<file path="src/rtl/mips_pkg.sv">
// Shared definitions for the MIPS pipeline MEM stage.
// Holds control-bit indices for the M and WB bundles carried in EX/MEM,
// the MEM-stage FSM encoding, and the MEM/WB payload struct.
package mips_pkg;

  // MEM control bundle bit positions
  localparam int M_BRANCH    = 2;
  localparam int M_READ      = 1;
  localparam int M_WRITE     = 0;

  // WB control bundle bit positions
  localparam int WB_REGWRITE = 1;
  localparam int WB_MEMTOREG = 0;

  typedef enum logic [1:0] {
    IDLE    = 2'd0,
    BUSY    = 2'd1,
    RELEASE = 2'd2
  } mem_state_t;

  // Fields carried into MEM/WB alongside the load data
  typedef struct packed {
    logic [1:0]  wb;
    logic [31:0] alu_res;
    logic [4:0]  dest;
  } mem_wb_t;

endpackage

</file>
<file path="src/rtl/mem_wb_reg.sv">
// MEM/WB pipeline register.
// Ports:
//   clk, rst        clock, synchronous active-high reset
//   load            capture d (and mem_data_in when load_mem)
//   load_mem        with load, also capture the load data
//   bubble          squash: clear the WB control, keep the rest
//   d, mem_data_in  next contents
//   q, mem_data     current contents
// load wins over bubble when both are asserted.
module mem_wb_reg
  import mips_pkg::*;
(
  input  logic        clk,
  input  logic        rst,
  input  logic        load,
  input  logic        load_mem,
  input  logic        bubble,
  input  mem_wb_t     d,
  input  logic [31:0] mem_data_in,
  output mem_wb_t     q,
  output logic [31:0] mem_data
);

  always_ff @(posedge clk) begin
    if (rst) begin
      q        <= '0;
      mem_data <= '0;
    end else if (load) begin
      q <= d;
      if (load_mem) mem_data <= mem_data_in;
    end else if (bubble) begin
      // A bubble only needs WB control cleared; data fields are don't-care
      q.wb <= '0;
    end
  end

endmodule

</file>
<file path="src/rtl/mem_access_stage.sv">
// MEM stage of the 5-stage MIPS pipeline.
// Resolves branches from EX/MEM, runs loads/stores over a req/ack data
// memory handshake (IDLE -> BUSY -> RELEASE), stalls upstream while an
// access is outstanding, and feeds the MEM/WB register.
// Ports:
//   EX/MEM side : zeroIn, WB_In, M_In, PC_In, ALUResIn, storeDataIn, destIn
//   memory side : mem_req, mem_we, mem_addr, mem_wdata, mem_rdata, mem_ack
//   pipeline    : stall, pcSrc, branchTarget
//   MEM/WB side : WB_Out, memData_Out, ALUResOut, destOut
//   status      : align_err, bus_err (sticky until rst)
module mem_access_stage
  import mips_pkg::*;
#(
  parameter int TIMEOUT = 255,
  parameter int CNT_W   = 8
) (
  input  logic        clk,
  input  logic        rst,
  input  logic        zeroIn,
  input  logic [1:0]  WB_In,
  input  logic [2:0]  M_In,
  input  logic [31:0] PC_In,
  input  logic [31:0] ALUResIn,
  input  logic [31:0] storeDataIn,
  input  logic [4:0]  destIn,
  output logic        mem_req,
  output logic        mem_we,
  output logic [31:0] mem_addr,
  output logic [31:0] mem_wdata,
  input  logic [31:0] mem_rdata,
  input  logic        mem_ack,
  output logic        stall,
  output logic        pcSrc,
  output logic [31:0] branchTarget,
  output logic [1:0]  WB_Out,
  output logic [31:0] memData_Out,
  output logic [31:0] ALUResOut,
  output logic [4:0]  destOut,
  output logic        align_err,
  output logic        bus_err
);

  localparam logic [CNT_W-1:0] CNT_LAST = CNT_W'(TIMEOUT - 1);

  mem_state_t       state, next_state;
  logic [CNT_W-1:0] cnt;
  mem_wb_t          lat;          // EX/MEM payload of the access in flight
  mem_wb_t          in_payload, wb_d, wb_q;

  logic mem_op, misaligned;
  logic issue, timeout, use_lat, wb_load, wb_load_mem, wb_bubble;

  assign mem_op     = M_In[M_READ] | M_In[M_WRITE];
  assign misaligned = mem_op & (ALUResIn[1:0] != 2'b00);
  assign in_payload = '{wb: WB_In, alu_res: ALUResIn, dest: destIn};

  assign pcSrc        = M_In[M_BRANCH] & zeroIn & (state == IDLE);
  assign branchTarget = PC_In;

  always_comb begin
    next_state  = state;
    stall       = 1'b0;
    issue       = 1'b0;
    timeout     = 1'b0;
    use_lat     = 1'b0;
    wb_load     = 1'b0;
    wb_load_mem = 1'b0;
    wb_bubble   = 1'b0;
    case (state)
      IDLE: begin
        if (mem_op && !misaligned) begin
          stall      = 1'b1;
          issue      = 1'b1;
          wb_bubble  = 1'b1;
          next_state = BUSY;
        end else if (misaligned) begin
          wb_bubble = 1'b1;
        end else begin
          wb_load = 1'b1;
        end
      end
      BUSY: begin
        stall = 1'b1;
        // ack beats timeout when both land on the last allowed cycle
        if (mem_ack) begin
          use_lat     = 1'b1;
          wb_load     = 1'b1;
          wb_load_mem = ~mem_we;
          next_state  = RELEASE;
        end else if (cnt == CNT_LAST) begin
          timeout    = 1'b1;
          wb_bubble  = 1'b1;
          next_state = RELEASE;
        end else begin
          wb_bubble = 1'b1;
        end
      end
      // One unstalled cycle lets EX/MEM move past the finished op so it
      // is not re-issued.
      RELEASE: begin
        wb_bubble  = 1'b1;
        next_state = IDLE;
      end
      default: next_state = IDLE;
    endcase
  end

  assign wb_d = use_lat ? lat : in_payload;

  always_ff @(posedge clk) begin
    if (rst) begin
      state     <= IDLE;
      cnt       <= '0;
      lat       <= '0;
      mem_req   <= 1'b0;
      mem_we    <= 1'b0;
      mem_addr  <= '0;
      mem_wdata <= '0;
      align_err <= 1'b0;
      bus_err   <= 1'b0;
    end else begin
      state <= next_state;
      if (issue) begin
        mem_req   <= 1'b1;
        mem_we    <= M_In[M_WRITE] & ~M_In[M_READ];
        mem_addr  <= ALUResIn;
        mem_wdata <= storeDataIn;
        lat       <= in_payload;
        cnt       <= '0;
      end else if (state == BUSY) begin
        cnt <= cnt + CNT_W'(1);
        if (mem_ack || timeout) mem_req <= 1'b0;
      end
      if (state == IDLE && misaligned) align_err <= 1'b1;
      if (timeout) bus_err <= 1'b1;
    end
  end

  mem_wb_reg u_mem_wb (
    .clk         (clk),
    .rst         (rst),
    .load        (wb_load),
    .load_mem    (wb_load_mem),
    .bubble      (wb_bubble),
    .d           (wb_d),
    .mem_data_in (mem_rdata),
    .q           (wb_q),
    .mem_data    (memData_Out)
  );

  assign WB_Out    = wb_q.wb;
  assign ALUResOut = wb_q.alu_res;
  assign destOut   = wb_q.dest;

endmodule

</file>
<file path="config.mk">
export PLATFORM = sky130hd
export DESIGN_NAME = mem_access_stage
export DESIGN_NICKNAME = d
export VERILOG_FILES = /design/src/rtl/mips_pkg.sv /design/src/rtl/mem_wb_reg.sv /design/src/rtl/mem_access_stage.sv
export SDC_FILE = /design/constraint.sdc
export NUM_CORES = 1
export LEC_CHECK = 0
export ABC_AREA = 1
export CORE_ASPECT_RATIO = 0.5
export CORE_MARGIN = 3
export CORE_UTILIZATION = 32
export DETAILED_ROUTE_END_ITERATION = 6
export DONT_BUFFER_PORTS = 1
export GPL_ROUTABILITY_DRIVEN = 0
export HOLD_SLACK_MARGIN = 0.02
export PLACE_DENSITY = 0.43
export SKIP_LAST_GASP = 1
export SYNTH_ARGS = -nofsm -noshare
export SYNTH_HDL_FRONTEND = slang
export SYNTH_SLANG_ARGS = --single-unit
</file>
<file path="constraint.sdc">
create_clock -name clk -period 1.4 [get_ports clk]
set_input_delay 0.35 -clock clk [delete_from_list [all_inputs] [get_ports clk]]
set_output_delay 0.35 -clock clk [all_outputs]
set_load 0.005 [all_outputs]
</file>
Figure 1. M1 wires.
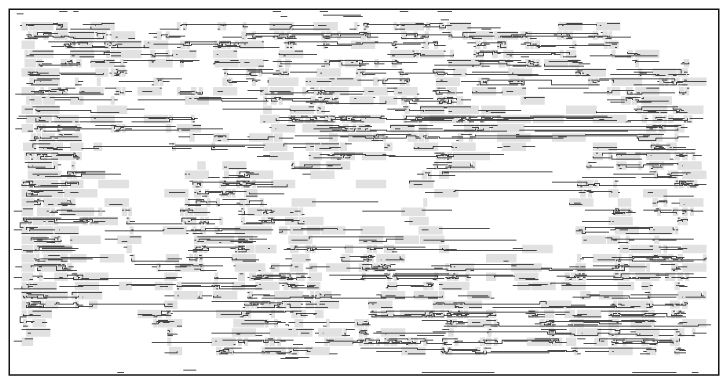
- share of all routed wire: 42%
- main direction: horizontal
- nets with wire on the layer: 906
- wire length on this layer: 8900 um
via count: 5484
total routed wirelength: 21000 um

Figure 2. Met2 routing.
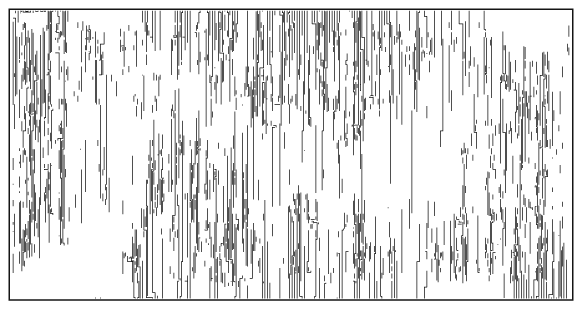
- main direction: vertical
- longest straight run: 62.6 um
- share of all routed wire: 47%
- wire length on this layer: 9880 um
met2 usage: 28.6%

Figure 3. Met4 routing.
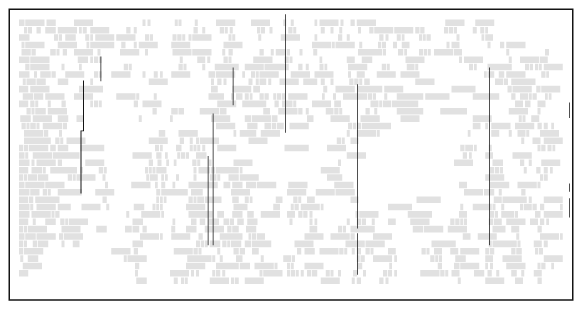
- main direction: vertical
- share of all routed wire: 1.6%
- wire length on this layer: 338 um

Figure 4. Cell density map.
Bar = 50 um. 21 x 11 tiles, from dark blue (low) to red (high), 0 to 100% covered.
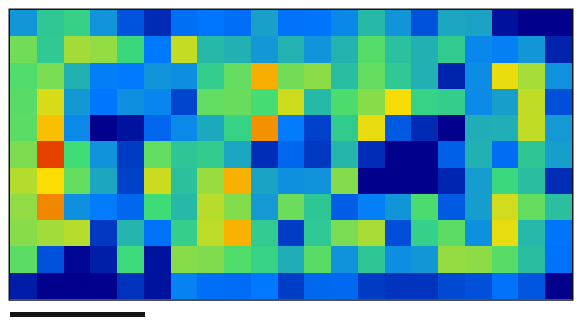
- mean over tiles: 37%
- nearly empty tiles: 6.1%
- fullest tile: 93%
- tiles over 75% full: 3.0%
Starting Density: 33.0%
core area: 19700 um2
post-layout util: 43.2%

==> metrics.cfg <==
[drt]
initialDrtViolationCount = 204
wl_per_cell_um = 18.5
via_per_inst = 4.84

[floorplanning]
die_height_um = 107
die_w_um = 207
chipArea_um2 = 22100

[run_status]
violations = hold timing, setup timing
status = finished with violations

[finish]
fillerInstances = 1962
n_antenna_cell = 0
largestRegisters = lat (39), u_mem_wb.q (39)
comb_share_pct = 34.4
n_all_inverters = 59
layout.cells.non_filler = 1132
clkbuf_count = 25

[final_timing]
setup_viol = 72
setup_ws_ns = -0.151
relSlewSlack_pct = 71.1
worst_hold_slack_ns = -0.0220
hold_viol = 20

[worst_setup_path]
r2r_start = state[0]
crit_arrival_ns = 1.20
cp_slowest_cell = dfxtp_4
crit_top_cell = nor2_4
r2r_end = u_mem_wb.q[29]
cp.buffers_inverters = 2

[logic_synthesis]
ys_seq_share_pct = 48.1
async_flop_share_pct = 0
synth_flop_count = 156
top_cells_by_area = dfxtp_1 (48%), nand2_1 (12%), a21oi_1 (8.1%), buf_4 (7.9%), o21ai_0 (7.0%)
logic_family = simple AND/OR/NAND/NOR gates
aoi_share_pct = 17.3
synth_dominant_cell_count = nand2_1
yosysChipArea_um2 = 6490

[global_routing]
antenna_found_initial = 0
use_met1_pct = 20.2

[pwr]
swShare_pct = 24.5
top_power_group = sequential cells
clockPowerShare_pct = 43.6
comb_power_share_pct = 10.4
comb_power_mw = 1.08
switching_power_mw = 2.56
power.total_mw = 10.5

[min_path]
min_from = rst
holdPathStages = 1

[clocking]
hold_buffers = 12

